==> src/rtl/hblur3_stage.sv <==
// hblur3_stage: 3-tap [1 2 1]/4 horizontal smoothing of the raster-order pixel packet
// stream with edge replication, row-sequence checking and a registered output.
module hblur3_stage #(
  parameter int WIDTH  = 320,
  parameter int HEIGHT = 320,
  parameter bit BYPASS = 1'b0
) (
  input  logic        clk,
  input  logic        rst_n,
  input  logic [63:0] data_in,
  input  logic        valid_in,
  output logic [63:0] data_out,
  output logic        valid_out,
  output logic        frame_done,
  output logic        error
);

  localparam logic [8:0] LAST_X = 9'(WIDTH - 1);
  localparam logic [8:0] LAST_Y = 9'(HEIGHT - 1);

  logic [8:0]  in_x;
  logic [8:0]  in_y;
  logic [23:0] in_rgb;
  logic        unused_bits;

  assign in_x        = data_in[49:41];
  assign in_y        = data_in[40:32];
  assign in_rgb      = data_in[23:0];
  assign unused_bits = ^{data_in[63:50], data_in[31:24]};

  logic [23:0] p0;
  logic [23:0] p1;
  logic [8:0]  row_y;
  logic [8:0]  exp_x;
  logic        flush_pending;

  logic        start_row;
  logic        next_pix;
  logic        bad_pix;
  logic [23:0] pix_rgb;
  logic [23:0] flush_rgb;

  function automatic logic [7:0] tap3(input logic [7:0] a, input logic [7:0] b,
                                      input logic [7:0] c);
    logic [9:0] sum;
    sum = {2'b00, a} + {1'b0, b, 1'b0} + {2'b00, c} + 10'd2;
    return sum[9:2];
  endfunction

  function automatic logic [23:0] blur(input logic [23:0] a, input logic [23:0] b,
                                       input logic [23:0] c);
    return {tap3(a[23:16], b[23:16], c[23:16]),
            tap3(a[15:8],  b[15:8],  c[15:8]),
            tap3(a[7:0],   b[7:0],   c[7:0])};
  endfunction

  function automatic logic [63:0] pack(input logic [8:0] x, input logic [8:0] y,
                                       input logic [23:0] rgb);
    return {14'b0, x, y, 8'b0, rgb};
  endfunction

  // Edge replication: the missing neighbour is replaced by the centre pixel,
  // which turns the interior formula into the 3b+c / a+3b edge forms.
  always_comb begin
    start_row = valid_in && (in_x == 9'd0);
    next_pix  = valid_in && (in_x != 9'd0) && (in_x == exp_x) && (in_x <= LAST_X);
    bad_pix   = valid_in && !start_row && !next_pix;
    pix_rgb   = blur((in_x == 9'd1) ? p1 : p0, p1, in_rgb);
    flush_rgb = blur(p0, p1, p1);
  end

  always_ff @(posedge clk or negedge rst_n) begin
    if (!rst_n) begin
      p0            <= '0;
      p1            <= '0;
      row_y         <= '0;
      exp_x         <= '0;
      flush_pending <= 1'b0;
      error         <= 1'b0;
    end else begin
      flush_pending <= next_pix && (in_x == LAST_X);
      if (start_row) begin
        if (exp_x != 9'd0) error <= 1'b1;
        p0    <= '0;
        p1    <= in_rgb;
        row_y <= in_y;
        exp_x <= 9'd1;
      end else if (next_pix) begin
        p0    <= p1;
        p1    <= in_rgb;
        exp_x <= (in_x == LAST_X) ? 9'd0 : in_x + 9'd1;
      end else if (bad_pix) begin
        error <= 1'b1;
        p0    <= '0;
        p1    <= '0;
        exp_x <= 9'd0;
      end
    end
  end

  // A flush can never coincide with an in-sequence pixel: after the last pixel
  // of a row only an x=0 strobe is accepted, and that emits nothing.
  always_ff @(posedge clk or negedge rst_n) begin
    if (!rst_n) begin
      data_out   <= '0;
      valid_out  <= 1'b0;
      frame_done <= 1'b0;
    end else begin
      valid_out  <= 1'b0;
      frame_done <= 1'b0;
      if (BYPASS) begin
        if (valid_in) begin
          data_out   <= pack(in_x, in_y, in_rgb);
          valid_out  <= 1'b1;
          frame_done <= (in_x == LAST_X) && (in_y == LAST_Y);
        end
      end else if (flush_pending) begin
        data_out   <= pack(LAST_X, row_y, flush_rgb);
        valid_out  <= 1'b1;
        frame_done <= (row_y == LAST_Y);
      end else if (next_pix) begin
        data_out  <= pack(in_x - 9'd1, row_y, pix_rgb);
        valid_out <= 1'b1;
      end
    end
  end

endmodule
==> config.mk <==
export PLATFORM = sky130hd
export DESIGN_NAME = hblur3_stage
export DESIGN_NICKNAME = d
export VERILOG_FILES = /design/src/rtl/hblur3_stage.sv
export SDC_FILE = /design/constraint.sdc
export NUM_CORES = 1
export LEC_CHECK = 0
export CAP_MARGIN = 20
export CELL_PAD_IN_SITES_DETAIL_PLACEMENT = 0
export CELL_PAD_IN_SITES_GLOBAL_PLACEMENT = 1
export CORE_MARGIN = 3
export CORE_UTILIZATION = 44
export CTS_CLUSTER_DIAMETER = 200
export DETAILED_ROUTE_END_ITERATION = 12
export MAX_ROUTING_LAYER = met4
export PLACE_DENSITY_LB_ADDON = 0.1
export SYNTH_ARGS = -nofsm -noshare
export SYNTH_HDL_FRONTEND = slang
export SYNTH_SLANG_ARGS = --single-unit
export TNS_END_PERCENT = 1
==> constraint.sdc <==
create_clock -name clk -period 6.9 [get_ports clk]
set_clock_uncertainty 0.1 [all_clocks]
set_input_delay 0.69 -clock clk [delete_from_list [all_inputs] [get_ports clk]]
set_output_delay 0.69 -clock clk [all_outputs]
set_load 0.01 [all_outputs]
==> CHANGELOG.md, run 1 <==
### Implementation results

* Final non-filler cell total at 1135
* Fmax at 209 MHz
* Biggest area cells: dfrtp_1 (36%), ha_1 (9.3%), fa_1 (9.2%)
* Setup TNS at 0 ns
* Yosys warns at 0
* Layout Utilization at 52.6%
* Clk_lat worst skew at 0.36 ns
* Largest Register: data_out
* RSZ-0062 raised after global routing: false
* Die Height at 139 um
* Largest net degree at the start of global routing at 73
* Seq. cell area at 2800 um2
* IO Count at about 130
* Buffer share of cell area at between 10% and 20%
* LEAKAGE at 0.00422 uW
* Logic share of the area at 48.7%
* Antenna Cells at 1
* Count of buffer and inverter cells on the critical path at 2
* Maximum VDD drop at about 150 uV
* Top cells by count: dfrtp_1 (112), nand2_1 (105), inv_1 (81)
* Ys cells at 836
* CTS Hold Bufs at 0
* Max stage delay cell, worst path: clkdlybuf4s50_1
* Capture point of the worst path: data_out[21]$_DFFE_PN0P_
* XOR-XNOR Cells, Area Fraction at 5.51%
* CP peak stage delay at 0.65 ns
* Sequential share of cell area at 30.8%
* Post-Syn Area at between 7000 and 8000 um2
* Commonest Layout Cell: dfrtp_1
* Crit Path Category: input pin to flip-flop
* Via count at 6051
* Post-synth EDFFs at 0
* Pint at 992 uW
* Met2 Routed Length at 9200 um
* Grt ovf at 0
* Clk slew on worst S/H paths at 0.08 ns
* Post-cts sizing count at 0
* Register share of total power at between 40% and 50%
* Status: finished clean
* Max clock buf depth at 2
* Post-synth ARST share at 100%
* Core box area at 17300 um2
* Post-DR wirelength/cell at 16.7 um
* Hold crit path type: input pin to asynchronous set/reset pin
* Final instance area at 9090 um2
* Vias/cell at 5.33
* Total CTS buffers at 9
* DR pass1 iterations at 4
* R2R Setup Slk at between 3 and 4 ns
* Top_reg_cell synth: dfrtp_1
* Root buffer cell: clkbuf_16
* Stages on worst setup path at 13
* Final wirelength at 19000 um
* Post-synth cell types at between 60 and 70
* Cell Pwr Density at approximately 150 nW/um2
* # rows at between 40 and 50
* Flip-flop count of the largest register after layout at 42
* Final period utilization at 69.4%
* Clock share of power at 39.4%
* Yosys top cell area share at 36.0%
* HPWL after DPL at 13700 um
* Sw power at 366 uW
* Req. time, crit path at 7.07 ns
* Mi-comb count at 603
* Worst path most repeated cell: a21oi_1
* Top Layer Used: met4
* Syn avg cell area at ~9.3 um2
* Slew Limit Fails at 0
* Worst EP arrival at 4.96 ns
* First DRT Iteration DRCs at 265
* Top cell category: logic gates
* Relative slew slack at 36.5%
* # clk buffers at 9
* Clk sinks at 112
* Tool Warnings at 51
* Vias in the first global route at ~6400
* ClkCell Share at 3.27%
* Post-synth regs at ~110
* Signal buffers at 97
* Setup ws final at 2.11 ns
* DRC Markers at 0
* Fa+ha+maj area frac at 18.6%
* Initial Utilization at 45.1%
* Die Area at about 19000 um2
* Most instantiated logic cells after routing: dfrtp_1 (112), nand2_1 (105), clkdlybuf4s50_1 (87)
* Mapped Cells at between 800 and 900
Run 1, metal 4:
The bar under the picture is 50 um long. Supply wires on this layer in gray. Cells faint in the background.
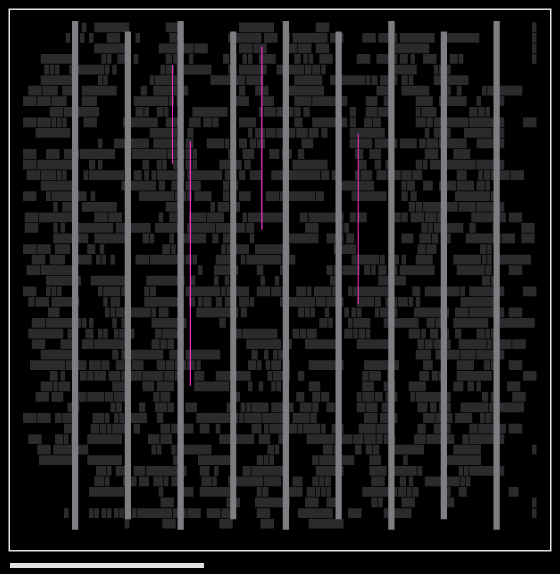
share of all routed wire: 0.94%
nets with wire on the layer: 3
main direction: vertical
longest straight run: 62.6 um

Run 1, routing congestion map:
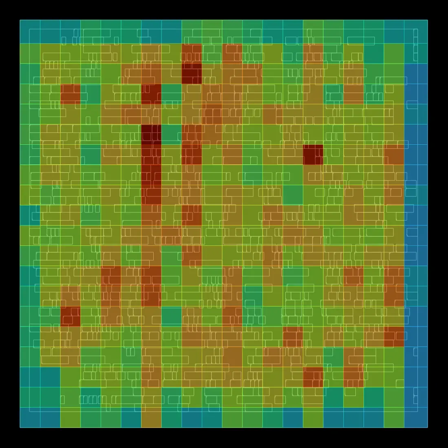
met1 usage: 27.6%
GRT Max-Usage Layer: met2

Run 1, cell density map:
The die is cut into 14 by 14 equal tiles; white is low, dark blue is high, 0 to 100% covered.
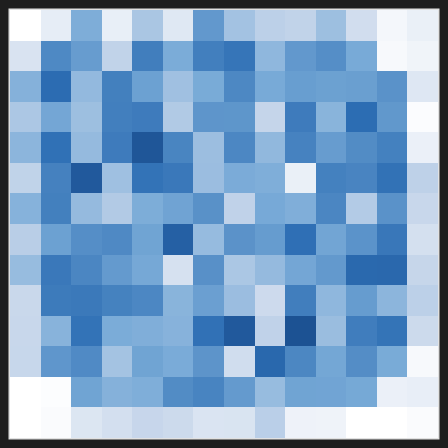
fullest tile: 86%
nearly empty tiles: 3.6%
mean over tiles: 46%
tiles over 75% full: 5.1%

==> run 2: changes to the inputs <==
Settings changed: CORE_UTILIZATION 44 to 41.
Clock period 6.9 ns to 4.6 ns, I/O delays scaled along.
==> CHANGELOG.md, run 2 <==
### Implementation results

* First DRT Iteration DRCs at 359
* PortBufs at 89
* Post-Syn Area at 7790 um2
* R2R Setup Slk at around 1.2 ns
* TAP cells at between 200 and 250
* Register share of total power at 48.6%
* Min Tclk post-route at 4.16 ns
* Initial antenna violation count at 1
* IO Count at 134
* Syn avg cell area at 9.32 um2
* Total CTS buffers at 9
* Top cell category: logic gates
* Inverter count at 81
* Root buffer cell: clkbuf_16
* RSZ-0062 raised after global routing: false
* GRT Max-Usage Layer: met2
* LEAKAGE at 0.00433 uW
* Final instance area at about 9000 um2
* Stages on worst setup path at 14
* Post-CTS setup buffers at 0
* Comb power at 238 uW
* Flop+latch power at 1010 uW
* Core box area at 18300 um2
* Clk sinks at 112
* R2r startpoint: p1[9]$_DFFE_PN0P_
* Cell accounting for the most synthesized area: dfrtp_1
* Biggest area cells: dfrtp_1 (36%), ha_1 (9.3%), fa_1 (9.2%)
* Fmax at ~240 MHz
* First-pass GRT wire length at around 33000 um
* MUX share of area at 1.43%
* CP startpoint kind: input pin
* Gpl congestion at about 0.83
* Post-synth EDFFs at 0
* Crit-path cells: clkdlybuf4s50_1, nor3_1, nand4b_1, buf_4, nand2_1, o21ai_0, fa_1, ha_1, or3_1, or3_1, a32o_1, o21a_1, or3_1, a22oi_1
* Initial Utilization at between 40% and 50%
* Commonest Layout Cell: dfrtp_1
* Logic area at 4430 um2
* DR pass1 iterations at 5
* Max clock buf depth at 2
* Pint at 1500 uW
* Met3 usage at 4.16%
* Nets at 1086
* Layout Utilization at 50.5%
* Final period utilization at around nine tenths
* Met2 Routed Length at 9360 um
* Worst hold slack at 0.373 ns
* Cell Area, Placed at 8910 um2
* Layout cell share with drive strength beyond 1 at 6.99%
* And+or+nand+nor area frac at 14.1%
* Hold Vio Cnt, Final at 0
* Yosys top cell area share at 36.0%
* Clock share of power at 39.9%
* Post-cts sizing count at 0
* Routed met1 length at 9500 um
* Die X at ~140 um
* Top logic family: adder cells
* Via count at 6192
* Max stage delay cell, worst path: clkdlybuf4s50_1
* Relative slew slack at 37.4%
* Most instantiated logic cells after routing: dfrtp_1 (112), nand2_1 (105), clkdlybuf4s50_1 (87)
* CTS Hold Bufs at 0
* ClkCell Share at 3.31%
* Crit path from: data_in[47]
* Gate power share at 11.5%
* Capture point of the worst path: data_out[5]$_DFFE_PN0P_
* Sequential share of cell area at 30.3%
* Placed Cells at around 1100
* Post-synthesis sequential area ratio at 36.0%
* Ys cells at 836
* Post-synth ARST share at 100%
* Logic share of the area at 47.9%
* Path depth of the worst reg2reg path at 9
* Top Layer Used: met4
* Max Cap Viol at 0
* Power in the clock group at 827 uW
* Fa+ha+maj area frac at 18.6%
* Largest Register: data_out
* Worst path most repeated cell: or3_1
* Top_reg_cell synth: dfrtp_1
* HPWL after DPL at 14400 um
* Status: finished clean
* Worst EP arrival at 4.34 ns
* XOR-XNOR Cells, Area Fraction at under 10%
* Req. time, crit path at about 4.8 ns
* CTS tree: done
* Mi-comb count at 603
* Vias in the first global route at 6469
* DRC Markers at 0
* Setup violators final at 0
* R2R Path End: data_out[14]$_DFFE_PN0P_
* Cell Pwr Density at 224 nW/um2
* Die Area at between 20000 and 25000 um2
* Hold crit path type: input pin to asynchronous set/reset pin
* Met2 usage at 33.4%
* GRT Resource Usage Total at 20.6%
* Post-DR wirelength/cell at 17.2 um
* Post-Place Setup Slack at between 0.1 and 0.15 ns
* Maximum VDD drop at about 160 uV
* Sw Share at 27.4%
* Die Height at ~140 um
* Flip-flop count of the largest register after layout at 42
* Final non-filler cell total at 1160
* # rows at 49
* Flops at around 110
* Final wirelength at 20000 um
* Count of buffer and inverter cells on the critical path at 2
* Grt ovf at 0
* Yosys warns at 0
* Clk slew on worst S/H paths at 0.08 ns
* Post-synth regs at roughly 110
* Slew Limit Fails at 0
* Clk_lat worst skew at 0.37 ns
* Setup TNS at 0 ns
* Vias/cell at 5.34
* Post-synth cell types at about 66
* Crit Path Category: input pin to flip-flop
* Antenna Cells at 1
* Crit path capture type: flip-flop
* Buffer share of cell area at 12.1%
* Signal buffers at between 100 and 150
* Depth of the CTS H-tree at 3
* Mapped Cells at roughly 840
* Tool Warnings at 51
* Largest net degree at the start of global routing at between 70 and 80
* Synthesized chip area reported by yosys at 7790 um2
* Top cells by count: dfrtp_1 (112), nand2_1 (105), inv_1 (81)
* Setup ws final at 0.444 ns
* Biggest consumer: sequential cells
* Sw power at 569 uW
* Seq. cell area at 2800 um2
* CP peak stage delay at between 0.4 and 0.5 ns
* Cell family with most CP delay: simple AND/OR/NAND/NOR gates
* Area delta synth->final at 18.8%
* Ao+oa area frac at around 16%
* # clk buffers at 9
* Met1 usage at ~27%
* Top Registers: data_out x42, p0 x24, p1 x24
* Crit Path Max Fanout at 11
Run 2, cell density map:
The die is cut into 14 by 14 equal tiles; white is low, dark blue is high, 0 to 100% covered.
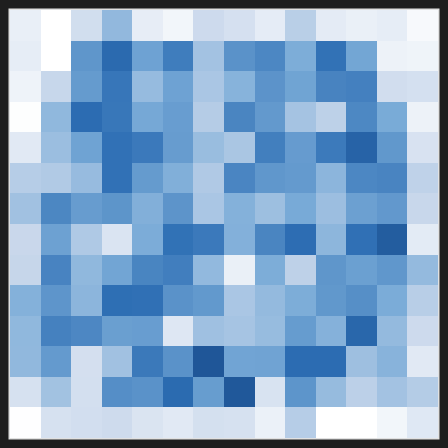
tiles over 75% full: 5.6%
nearly empty tiles: 3.1%
fullest tile: 85%
mean over tiles: 43%

Run 2, the metal 1 layer:
Supply wires on this layer in gray.
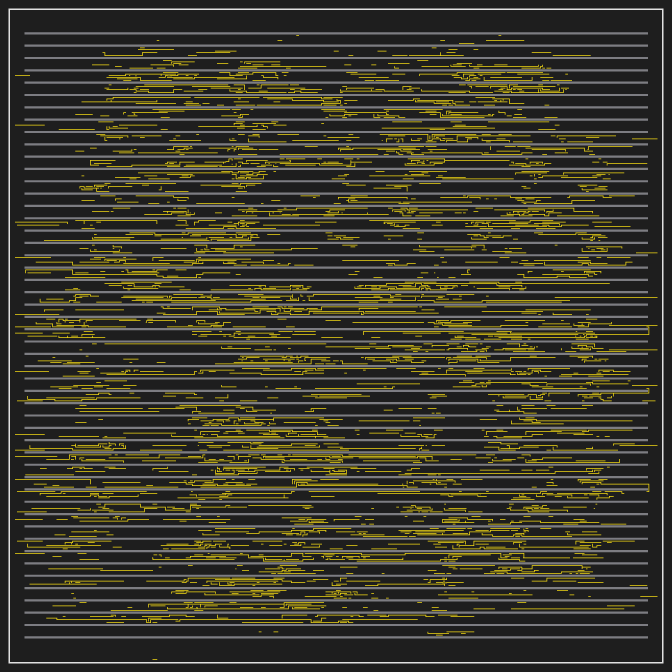
nets with wire on the layer: 979
wire length on this layer: 9500 um
main direction: horizontal

Power figures rest on the tool's default switching activity, not on a simulated workload.
